[src/rtl/pc_ret_stack.sv]
// Return-address stack feeding the RAT CPU program-counter "from stack" mux input.
// Latency: TOP comes straight from a register, so it is valid before the pop edge. All updates take effect on the next rising CLK.
// Backpressure: none. A push while full is dropped and sets OVERFLOW. A pop while empty is ignored and sets UNDERFLOW. Both flags are sticky.
//
// Ports:
//   CLK, RST            clock; asynchronous active-high reset
//   PUSH, POP           CALL/interrupt entry push, RET/RETIE pop (PUSH+POP = replace top)
//   CLR_ERR             synchronous clear of OVERFLOW/UNDERFLOW (a new error in the same cycle wins)
//   PUSH_DATA [9:0]     return address to store
//   TOP [9:0]           current top-of-stack, 10'h000 when empty
//   COUNT [PTR_W:0]     number of valid entries, 0..DEPTH
//   EMPTY, FULL         decoded from COUNT
//   OVERFLOW, UNDERFLOW sticky error flags
module pc_ret_stack #(
    parameter int DEPTH = 32,
    parameter int PTR_W = $clog2(DEPTH)
) (
    input  logic             CLK,
    input  logic             RST,
    input  logic             PUSH,
    input  logic             POP,
    input  logic             CLR_ERR,
    input  logic [9:0]       PUSH_DATA,
    output logic [9:0]       TOP,
    output logic [PTR_W:0]   COUNT,
    output logic             EMPTY,
    output logic             FULL,
    output logic             OVERFLOW,
    output logic             UNDERFLOW
);

    localparam int CW = PTR_W + 1;

    // Entry storage. It has no reset; only COUNT defines which entries are valid.
    logic [9:0]       mem [DEPTH];

    logic [CW-1:0]    count_q, count_d;
    logic [9:0]       top_q, top_d;
    logic             ovf_q, ovf_d;
    logic             unf_q, unf_d;

    logic             mem_we;
    logic [PTR_W-1:0] mem_waddr;
    logic [9:0]       mem_wdata;

    logic             empty;
    logic             full;
    logic             ovf_set;
    logic             unf_set;

    // Pointer arithmetic uses only the low PTR_W bits. When COUNT==DEPTH these
    // bits are all zero, so subtracting one wraps to DEPTH-1, which is the
    // correct top index. The COUNT MSB only matters for the FULL decode.
    logic [PTR_W-1:0] ptr_wr;     // next free slot  (COUNT)
    logic [PTR_W-1:0] ptr_m1;     // current top      (COUNT-1)
    logic [PTR_W-1:0] ptr_m2;     // entry under top  (COUNT-2)

    assign ptr_wr = count_q[PTR_W-1:0];
    assign ptr_m1 = count_q[PTR_W-1:0] - PTR_W'(1);
    assign ptr_m2 = count_q[PTR_W-1:0] - PTR_W'(2);

    assign empty  = (count_q == '0);
    assign full   = (count_q == CW'(DEPTH));

    always_comb begin
        count_d   = count_q;
        top_d     = top_q;
        mem_we    = 1'b0;
        mem_waddr = ptr_wr;
        mem_wdata = PUSH_DATA;
        ovf_set   = 1'b0;
        unf_set   = 1'b0;

        if (PUSH && POP && !empty) begin
            // Return-and-call in the same cycle: overwrite the top in place.
            mem_we    = 1'b1;
            mem_waddr = ptr_m1;
            top_d     = PUSH_DATA;
        end else if (PUSH && POP) begin
            // Nothing to pop. The push still goes through, but the pop is an error.
            mem_we    = 1'b1;
            mem_waddr = '0;
            top_d     = PUSH_DATA;
            count_d   = CW'(1);
            unf_set   = 1'b1;
        end else if (PUSH && !full) begin
            mem_we    = 1'b1;
            mem_waddr = ptr_wr;
            top_d     = PUSH_DATA;
            count_d   = count_q + CW'(1);
        end else if (PUSH) begin
            ovf_set   = 1'b1;
        end else if (POP && !empty) begin
            count_d   = count_q - CW'(1);
            // Refill the top cache from the entry that becomes the new top.
            top_d     = (count_q >= CW'(2)) ? mem[ptr_m2] : 10'h000;
        end else if (POP) begin
            unf_set   = 1'b1;
        end

        // The clear is applied first, so a new error in the same cycle still sets the flag.
        ovf_d = (ovf_q & ~CLR_ERR) | ovf_set;
        unf_d = (unf_q & ~CLR_ERR) | unf_set;
    end

    always_ff @(posedge CLK or posedge RST) begin
        if (RST) begin
            count_q <= '0;
            top_q   <= 10'h000;
            ovf_q   <= 1'b0;
            unf_q   <= 1'b0;
        end else begin
            count_q <= count_d;
            top_q   <= top_d;
            ovf_q   <= ovf_d;
            unf_q   <= unf_d;
        end
    end

    always_ff @(posedge CLK) begin
        if (mem_we) begin
            mem[mem_waddr] <= mem_wdata;
        end
    end

    assign TOP       = top_q;
    assign COUNT     = count_q;
    assign EMPTY     = empty;
    assign FULL      = full;
    assign OVERFLOW  = ovf_q;
    assign UNDERFLOW = unf_q;

endmodule

[config.mk]
export PLATFORM = sky130hd
export DESIGN_NAME = pc_ret_stack
export DESIGN_NICKNAME = d
export VERILOG_FILES = /design/src/rtl/pc_ret_stack.sv
export SDC_FILE = /design/constraint.sdc
export NUM_CORES = 1
export LEC_CHECK = 0
export CORE_MARGIN = 1
export CORE_UTILIZATION = 35
export CTS_BUF_LIST = sky130_fd_sc_hd__clkbuf_2
export DETAILED_ROUTE_END_ITERATION = 8
export GPL_TIMING_DRIVEN = 1
export PLACE_DENSITY = 0.61
export SETUP_SLACK_MARGIN = 0.5
export SYNTH_ARGS = -nofsm -noshare
export SYNTH_HDL_FRONTEND = slang
export SYNTH_SLANG_ARGS = --single-unit
[constraint.sdc]
create_clock -name CLK -period 8 [get_ports CLK]
set_clock_uncertainty 0.15 [all_clocks]
set_input_delay 1.2 -clock CLK [delete_from_list [all_inputs] [get_ports CLK]]
set_output_delay 1.2 -clock CLK [all_outputs]
set_load 0.01 [all_outputs]
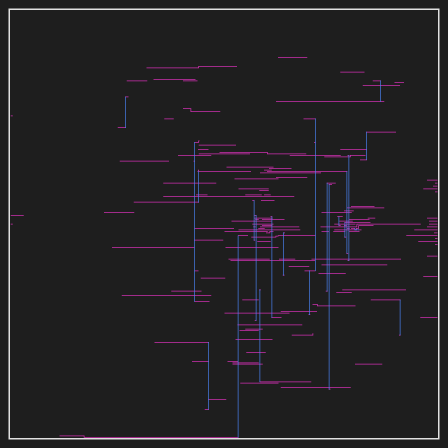
*Routed metal, one color a layer*
Two of the layers only.
- met3: magenta (wire length 1960 um)
- met4: blue (wire length 780 um)

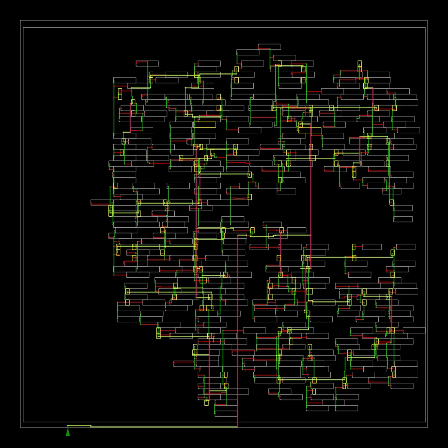
*The clock network*
total CTS buffers: 80
clkbuf count: 119
Clock Power: 1.12 mW
flop count: 338

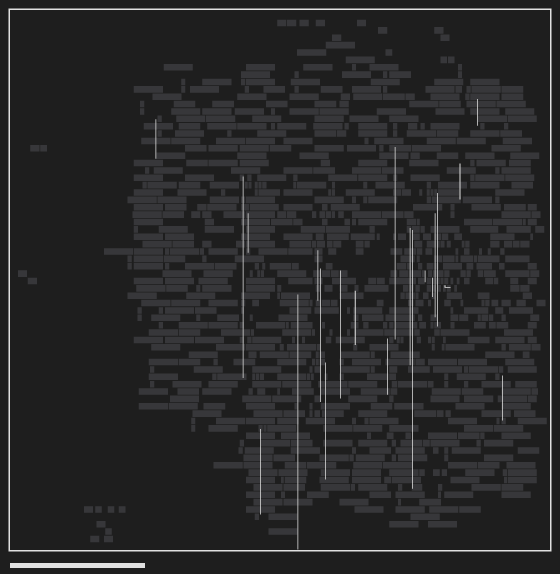
*M4 wires*
Bar = 50 um.
- main direction: vertical
- wire length on this layer: 780 um
- longest straight run: 95.2 um

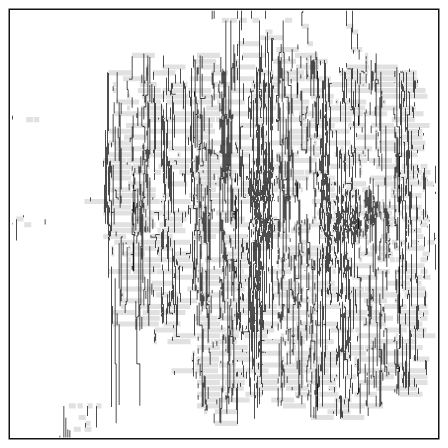
*M2 wires*
- longest straight run: 82.6 um
- share of all routed wire: 46%
- wire length on this layer: 14000 um
met2 Use GR: 0.242
Via Count: 7077
Routed Wire Length: 30500 um

==> critical path, delay by kind of cell (launching register included) <==
family,cells,cell delay [ns]
flip-flops,1,0.59
AND/OR/NAND/NOR,2,0.79
buffers and inverters,3,1.36
adder cells (fa/ha/maj),1,0.27
==> cell families after synthesis <==
logic type,Yosys count
flip-flops,338
multiplexers,106
AND/OR/NAND/NOR,103
AND-OR/OR-AND,82
buffers and inverters,43
adder cells (fa/ha/maj),10
XOR/XNOR,5
==> metal layers <==
layer | GRT usage | vias up | wire length [um]
met4 | 0.0638 | 0 | 780
met5 | 0 | - | 0
met1 | 0.225 | 3649 | 13700
met2 | 0.242 | 290 | 14000
li1 | - | 3084 | -
met3 | 0.0314 | 54 | 1960
==> final cells by class <==
class / count / area share
Antenna cell: 1 / 0.000163
Clock buffer: 119 / 0.0388
Clock inverter: 21 / 0.0104
Inverter: 12 / 0.00294
Multi-Input combinational cell: 306 / 0.220
Sequential cell: 338 / 0.656
Tap cell: 511 / 0.0417
Timing Repair Buffer: 50 / 0.0300
==> flip-flops by register name, summed over array words and instances (netlist names) <==
register / cells
mem: 320
COUNT: 6
UNDERFLOW: 1
TOP: 10
OVERFLOW: 1
==> cell usage in the layout, fill, tap and decap left out, types with 16 or more instances in the layout <==
cell,instances
edfxtp_1,320
clkbuf_2,119
mux4_2,81
nor2_1,38
clkdlybuf4s50_1,34
nand2_1,27
mux2i_1,24
dfrtp_1,16
buf_4,16
==> stage by stage <==
step                power, mW  cell area (sq um)
floorplan                3.43              13600
global placement         4.07              14600
detailed placement       4.07              14600
CTS                      5.20              15300
global route             5.40              15300
finish                   5.15              15300
==> results.ini <==
[outcome]
outcome = complete, no violations

[yosys]
synth_top_cell_by_count = edfxtp_1
ff_type = edfxtp_1
yosys-top-cells-count = edfxtp_1, mux4_2, nor2_1
top_logic_kind = multiplexers
ys_types = 54
adder_share = 0.00974

[final_layout]
area_delta_synth_final_pct = 12.6
fin_util = 0.403

[clocking]
clkTransAtPathRegs_ns = 0.09
clock_latency_ns = 0.88

[placed_design]
dp_hpwl_um = 17900
preCtsSetupSlack_ns = 3.25

[floorplanning]
die_y_um = 199
fp.dieW_um = 199

[worst_hold_path]
hold_path_depth = 1

[worst_setup_path]
start_kind = flop
arrival_ns = 3.85
path_cells = inv_1 > ha_1 > nor4b_1 > nand2_1 > inv_1 > clkdlybuf4s50_1

[power_and_ir_drop]
internal_power_mw = 3.33
swShare = 0.354
pg_comb_mw = 1.77

[timing]
fmax_mhz = 192

[grt]
gr-total-overflow = 0
grt_max_degree = 64

[drt]
drtAntennaViolNets = 0

Power figures rest on the tool's default switching activity, not on a simulated workload.
